**Close-up of the layout**

Window x 40 to 80, y 9 to 49 µm. Cells in gray, sequential cells in the stronger gray; small squares are vias.
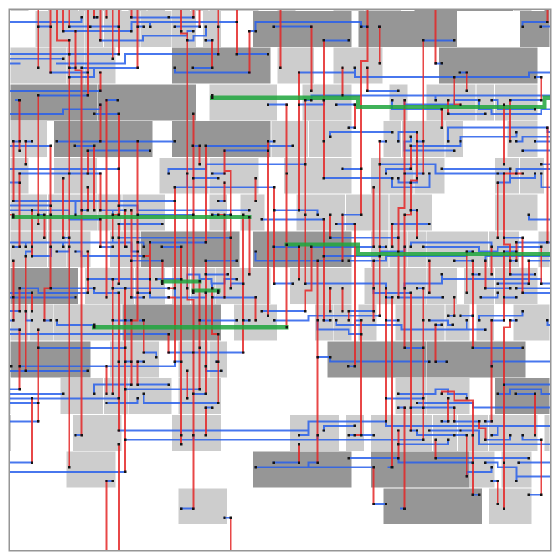
**Clock network drawn from the DEF**

Scale bar: 20 µm.
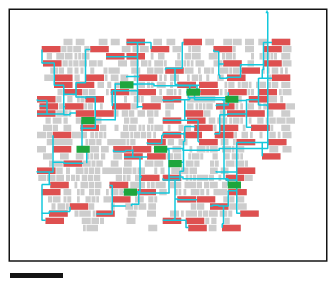
**Placement view**

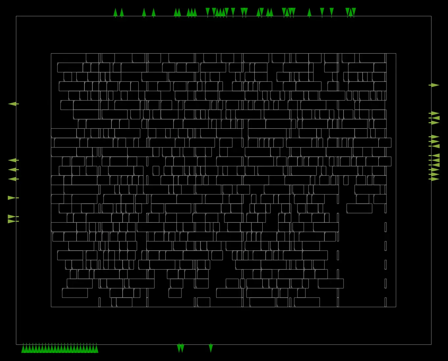
**Signal wires by layer**

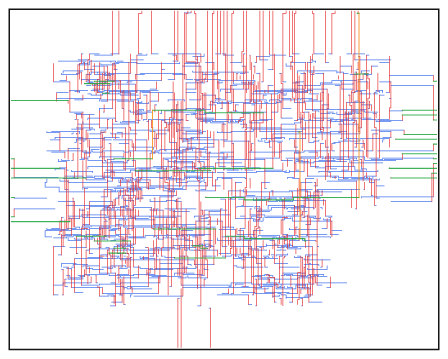
**Met3 routing**

Scale bar: 20 µm.
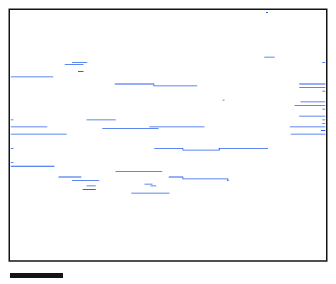
### src/rtl/dht_pkg.sv
// rtl/dht_pkg.sv - shared state encoding, frame layout and counter widths for the DHT11 poll scheduler
package dht_pkg;

  // One-hot so the state register can drive the LED bar directly.
  typedef enum logic [4:0] {
    S_HOLDOFF = 5'b00001,
    S_START   = 5'b00010,
    S_WAIT    = 5'b00100,
    S_EVAL    = 5'b01000,
    S_BACKOFF = 5'b10000
  } state_t;

  localparam int BYTE_RH_INT = 4;
  localparam int BYTE_RH_DEC = 3;
  localparam int BYTE_T_INT  = 2;
  localparam int BYTE_T_DEC  = 1;
  localparam int BYTE_CHKSUM = 0;

  localparam int MS_W = 16;
  localparam int US_W = 10;

  function automatic logic [7:0] frame_byte(input logic [39:0] frame, input int idx);
    return 8'(frame >> (8 * idx));
  endfunction

endpackage

### src/rtl/dht_tick_gen.sv
// rtl/dht_tick_gen.sv - 1 ms tick from a CLK_PER_US prescaler and a 1000:1 microsecond divider
module dht_tick_gen import dht_pkg::*; #(
  parameter int CLK_PER_US = 100
) (
  input  logic clk,
  input  logic reset_n,
  input  logic clr,
  output logic tick_ms
);

  localparam int PRE_W = (CLK_PER_US > 1) ? $clog2(CLK_PER_US) : 1;

  logic [PRE_W-1:0] pre_cnt;
  logic [US_W-1:0]  us_cnt;
  logic             tick_us;

  assign tick_us = (pre_cnt == PRE_W'(CLK_PER_US - 1));
  assign tick_ms = tick_us && (us_cnt == US_W'(999));

  // clr restarts the phase so the first tick lands exactly 1 ms after a state entry.
  always_ff @(posedge clk) begin
    if (!reset_n || clr) begin
      pre_cnt <= '0;
      us_cnt  <= '0;
    end else begin
      pre_cnt <= tick_us ? '0 : pre_cnt + 1'b1;
      if (tick_us) us_cnt <= tick_ms ? '0 : us_cnt + 1'b1;
    end
  end

endmodule

### src/rtl/dht11_poll_sched.sv
// rtl/dht11_poll_sched.sv - DHT11 measurement scheduler; DHT_CHECKSUM_EN enables frame validation
module dht11_poll_sched import dht_pkg::*; #(
  parameter int CLK_PER_US = 100,
  parameter int PERIOD_MS  = 3000,
  parameter int MIN_GAP_MS = 1000,
  parameter int TIMEOUT_MS = 30,
  parameter int BACKOFF_MS = 1200,
  parameter int MAX_RETRY  = 3
) (
  input  logic        clk,
  input  logic        reset_n,
  input  logic        auto_en,
  input  logic        req_now,
  input  logic        eng_busy,
  input  logic        eng_done,
  input  logic [39:0] eng_data,
  output logic        eng_start,
  output logic        eng_abort,
  output logic [7:0]  humidity,
  output logic [7:0]  temperature,
  output logic        data_valid,
  output logic        fault,
  output logic [7:0]  err_cnt,
  output logic [4:0]  state_dbg
);

  localparam logic [MS_W-1:0] PERIOD_LIM  = MS_W'(PERIOD_MS);
  localparam logic [MS_W-1:0] GAP_LIM     = MS_W'(MIN_GAP_MS);
  localparam logic [MS_W-1:0] TIMEOUT_LIM = MS_W'(TIMEOUT_MS);
  localparam logic [MS_W-1:0] BACKOFF_LIM = MS_W'(BACKOFF_MS);
  localparam logic [7:0]      RETRY_LIM   = 8'(MAX_RETRY);

  state_t          state, state_next;
  logic [MS_W-1:0] ms_cnt;
  logic [7:0]      retry;
  logic            pend;
  logic [7:0]      cand_hum, cand_temp;
  logic            frame_ok, frame_good;
  logic            tick_ms, clr;
  logic            hold_start, capture, accept, attempt_fail;

  dht_tick_gen #(.CLK_PER_US(CLK_PER_US)) u_tick (
    .clk     (clk),
    .reset_n (reset_n),
    .clr     (clr),
    .tick_ms (tick_ms)
  );

`ifdef DHT_CHECKSUM_EN
  logic [7:0] byte_sum;
  always_comb begin
    byte_sum   = frame_byte(eng_data, BYTE_RH_INT) + frame_byte(eng_data, BYTE_RH_DEC)
               + frame_byte(eng_data, BYTE_T_INT)  + frame_byte(eng_data, BYTE_T_DEC);
    frame_good = (byte_sum == frame_byte(eng_data, BYTE_CHKSUM))
               && (frame_byte(eng_data, BYTE_RH_INT) <= 8'd100);
  end
`else
  logic unused_frame_bits;
  assign unused_frame_bits = ^{eng_data[31:24], eng_data[15:0]};
  assign frame_good        = 1'b1;
`endif

  always_comb begin
    state_next   = state;
    eng_start    = 1'b0;
    eng_abort    = 1'b0;
    hold_start   = 1'b0;
    capture      = 1'b0;
    accept       = 1'b0;
    attempt_fail = 1'b0;
    unique case (state)
      S_HOLDOFF: begin
        if (ms_cnt >= GAP_LIM && (pend || (auto_en && ms_cnt >= PERIOD_LIM)) && !eng_busy) begin
          hold_start = 1'b1;
          state_next = S_START;
        end
      end
      S_START: begin
        eng_start  = 1'b1;
        state_next = S_WAIT;
      end
      S_WAIT: begin
        // A frame arriving on the timeout cycle is still evaluated.
        if (eng_done) begin
          capture    = 1'b1;
          state_next = S_EVAL;
        end else if (ms_cnt >= TIMEOUT_LIM) begin
          eng_abort    = 1'b1;
          attempt_fail = 1'b1;
        end
      end
      S_EVAL: begin
        if (frame_ok) begin
          accept     = 1'b1;
          state_next = S_HOLDOFF;
        end else begin
          attempt_fail = 1'b1;
        end
      end
      S_BACKOFF: begin
        if (ms_cnt >= BACKOFF_LIM && !eng_busy) state_next = S_START;
      end
      default: state_next = S_HOLDOFF;
    endcase
    if (attempt_fail) state_next = (retry < RETRY_LIM) ? S_BACKOFF : S_HOLDOFF;
  end

  assign clr       = (state_next != state);
  assign state_dbg = state;

  always_ff @(posedge clk) begin
    if (!reset_n) begin
      state       <= S_HOLDOFF;
      ms_cnt      <= '0;
      retry       <= '0;
      pend        <= 1'b0;
      cand_hum    <= '0;
      cand_temp   <= '0;
      frame_ok    <= 1'b0;
      humidity    <= '0;
      temperature <= '0;
      data_valid  <= 1'b0;
      fault       <= 1'b0;
      err_cnt     <= '0;
    end else begin
      state <= state_next;
      if (clr)                          ms_cnt <= '0;
      else if (tick_ms && ms_cnt != '1) ms_cnt <= ms_cnt + 1'b1;
      if (hold_start)   pend <= 1'b0;
      else if (req_now) pend <= 1'b1;
      if (hold_start)                            retry <= '0;
      else if (attempt_fail && retry < RETRY_LIM) retry <= retry + 1'b1;
      if (capture) begin
        cand_hum  <= frame_byte(eng_data, BYTE_RH_INT);
        cand_temp <= frame_byte(eng_data, BYTE_T_INT);
        frame_ok  <= frame_good;
      end
      if (accept) begin
        humidity    <= cand_hum;
        temperature <= cand_temp;
        data_valid  <= 1'b1;
        fault       <= 1'b0;
      end
      if (attempt_fail) begin
        if (err_cnt != 8'hFF) err_cnt <= err_cnt + 1'b1;
        if (retry >= RETRY_LIM) fault <= 1'b1;
      end
    end
  end

endmodule
### config.mk
export PLATFORM = sky130hd
export DESIGN_NAME = dht11_poll_sched
export DESIGN_NICKNAME = d
export VERILOG_FILES = /design/src/rtl/dht_pkg.sv /design/src/rtl/dht_tick_gen.sv /design/src/rtl/dht11_poll_sched.sv
export SDC_FILE = /design/constraint.sdc
export NUM_CORES = 1
export LEC_CHECK = 0
export ABC_CLOCK_PERIOD_IN_PS = 3600
export CAP_MARGIN = 5
export CORE_ASPECT_RATIO = 0.75
export CORE_MARGIN = 10
export CORE_UTILIZATION = 55
export CTS_BUF_LIST = sky130_fd_sc_hd__clkbuf_8
export DETAILED_ROUTE_END_ITERATION = 8
export PLACE_DENSITY_LB_ADDON = 0.3
export REMOVE_ABC_BUFFERS = 1
export SLEW_MARGIN = 10
export SYNTH_ARGS = -nofsm -noshare
export SYNTH_HDL_FRONTEND = slang
export SYNTH_SLANG_ARGS = --single-unit
### constraint.sdc
create_clock -name clk -period 3.6 [get_ports clk]
set_input_delay 0.72 -clock clk [delete_from_list [all_inputs] [get_ports clk]]
set_output_delay 0.72 -clock clk [all_outputs]
set_load 0.005 [all_outputs]
==> results.toml <==
# flow metrics
[clocking]
root_buffer = "sky130_fd_sc_hd__clkbuf_8"
htree_levels = 3
postCtsSetupBuffers = 0
clock_tree_from_tritoncts = "done"
cts-hold-fix-buffers = 0
numCtsBuffers = 9
clk_pin_slew_ps = 90
max-clock-path-buffers = 2
numClockSinks = 90
cts-resized-gates = 0

[routing]
met3_wirelength_um = 383
vias_per_cell = 5.381
drt_first_iter_violations = 229
wl_met1_um = 4086
detail-route-antenna-nets = 0
drt-pass1-iter-count = 4
detailroute.wirelength.met2_um = 4252

[grt]
grt_first_pass_wirelength_um = 14750
grt.met1_usage = 0.1962
grt_max_degree = 56
antenna_violations_before_repair = 0
via_count_of_the_first_global_routing_pass = 3110
use_met2 = 0.2527
grt_most_used_layer = "met2"
grt-ovfl-total = 0

[cells_and_area]
num_antenna_cells = 0
fraction_of_layout_instances_using_a_drive_strength_above_1 = 0.09515
mostFrequentLayoutCell = "sky130_fd_sc_hd__nand2_1"
fraction_of_area_in_multi_input_gates = 0.4463
clock_buffer_count = 9
leading_registers_by_flop_count = "ms_cnt x16, u_tick.us_cnt x10"
most-common-layout-cells = "96 x sky130_fd_sc_hd__nand2_1, 90 x sky130_fd_sc_hd__dfxtp_1, 54 x sky130_fd_sc_hd__clkdlybuf4s50_1"
mi_logic_area_mm2 = 0.002203
max_reg_flops = 16
final_net_count = 563
seq_cell_count = 90
final_cell_area_mm2 = 0.004937
area.sequential_mm2 = 0.001802
logic_gates = 343
layout.clock.cell_area_share = 0.04004
nNonClkInverters = 8
final-instance-count-excl-fill = 616
area_share_nonclk_buffers = 0.1171
nNonClkBuffers = 59
dominant_cells = "combinational gates"
area_growth_pct = 19.29

[setup_path]
kind_of_end_point_of_the_critical_path = "primary output"
cp-start-kind = "input port"
critPathMostFrequentCell = "sky130_fd_sc_hd__clkdlybuf4s50_1"
worstPathArrival_ps = 2540
critical_path.max_stage_delay_ps = 610
reg_to_reg_setup_timing_slack_ps = 660
ws_path_type = "input port to primary output"
cp_data_required_time_ps = 2880
crit_path_cells = "clkdlybuf4s50_1 -> or4_1 -> nor2_1 -> clkdlybuf4s50_1"
cp-startpoint = "eng_done"
critical_path.reg2reg.startpoint = "state_dbg[0]"
total_stage_count_of_the_critical_path = 4
critPathMaxFanout = 5
worstReg2RegEnd = "u_tick.pre_cnt[5]"
worstPathBufferInverterCount = 2
timing.critical_path.slowest_stage_cell = "sky130_fd_sc_hd__or4_1"
path_delay_family = "buffers and inverters"

[power_and_ir_drop]
powerSeq_w = 0.00100
netSwitchingPower_w = 0.0003965
p_int_w = 0.001358
switching_share = 0.2259
leakage_nw = 1.722
ir_worst_vdd_mv = 0.2778
power.largest_group = "sequential cells"
p_total_w = 0.001755
share_seq_of_total_power = 0.571

[yosys]
synthTopCellsByArea = "sky130_fd_sc_hd__dfxtp_1 44%, sky130_fd_sc_hd__nand2_1 8.7%, sky130_fd_sc_hd__nor3_2 4.8%"
yosys_cells = 467
synth.top_cell.area_share = 0.4353
synth.cells.most_frequent = "96 x sky130_fd_sc_hd__nand2_1, 90 x sky130_fd_sc_hd__dfxtp_1, 26 x sky130_fd_sc_hd__a21boi_0"
ff_type = "sky130_fd_sc_hd__dfxtp_1"
syn-cell-area_mm2 = 0.004139
yosysWarningCount = 0
yosys-dominant-comb-family = "simple AND/OR/NAND/NOR gates"
flop_and_latch_count_out_of_synthesis = 90
yosysSeqAreaShare = 0.4353
netlist.top_cell.by_area = "sky130_fd_sc_hd__dfxtp_1"
post_synth_area_from_yosys_stat_mm2 = 0.004139
synthXorXnorAreaFrac = 0.07799
synthSimpleGateAreaFrac = 0.3144
post_synth_num_cell_types = 52
postSynthAreaPerCell_um2 = 8.863
share_of_synthesized_area_spent_on_multiplexers = 0.007255
synthMostInstantiatedCell = "sky130_fd_sc_hd__nand2_1"
number_of_synthesized_flops_with_an_enable_pin = 0
post_synth_fa_ha_maj_area_fraction = 0.01814
ys_async_sr_fraction = 0

[final_timing]
post-route-worst-setup-slack_ps = 344.9
worst_clock_skew_ps = 10.53
finalHoldViolations = 0
worstMarginPinSlew_ps = 1189
final_cycle_share = 0.9042
slew_headroom = 0.2075
layout_min_cycle_time_ps = 3255
timing.hold.ws_ps = 456.6
grt_setup_unrepaired = "no"
fin_setup_tns_ps = 0
setup_violations = 0

[placement]
pre_cts_ws_ps = 66.65
placedInstanceArea_mm2 = 0.004740
place_congestion = 0.8099
port_buffers = 54
dp_cells = 601

[worst_hold_path]
hold_wc_startpoint = "cand_temp[0]"
worstHoldPathCells = 2
worstHoldPathType = "flop to flop"

[job]
max_capacitance_violation_count = 0
openroad.warnings = 51

[die]
core_util_floorplan = 0.5646
pin_count = 79
floorplan.die.width_um = 120.2
die.size.y_um = 95.13
design.die.area_mm2 = 0.01143
core_area_mm2 = 0.007331

[outcome]
outcome = "finished, final reports clean"
-- 'close-up of the layout' (at the start) --
- red: M2
- green: M3
- blue: M1
- netlist names of flops here include: ms_cnt (8), u_tick.us_cnt (6), u_tick.pre_cnt (4)
- sequential cells in the window: 19
- most frequent: dfxtp_1 (19), nand2_1 (14), nor3_2 (13)
- cells with their middle in the window: 111

-- 'clock network drawn from the DEF' (at the start) --
- cyan: clock wires (length 1010 µm)
- red: flip-flops (count 90)
- green: clock-net drivers (count 9)
- routed clock nets: 10
latest clock arrival within the worst-skew pair: 360 ps
power drawn by the clock network: 0.000696 W

-- 'placement view' (at the start) --
final core utilization: 0.6735
number of tapcells: 101
share of cell area taken by flip-flops and latches: 0.3649
number of fill cells: 615
row count: 27

-- 'signal wires by layer' (at the start) --
- red: M2 (wire length 4250 µm)
- orange: M4 (wire length 95.2 µm)
- blue: M1 (wire length 4090 µm)
- green: M3 (wire length 384 µm)
total wire length: 8817 µm
detail-routed net length per standard cell: 14.31 µm

-- 'met3 routing' (at the start) --
- share of all routed wire: 4.4%
- main direction: horizontal
met3 track demand over resource in global routing: 0.05136
overall via count from detail_route: 3315

Power is estimated from default activity; no workload was simulated.
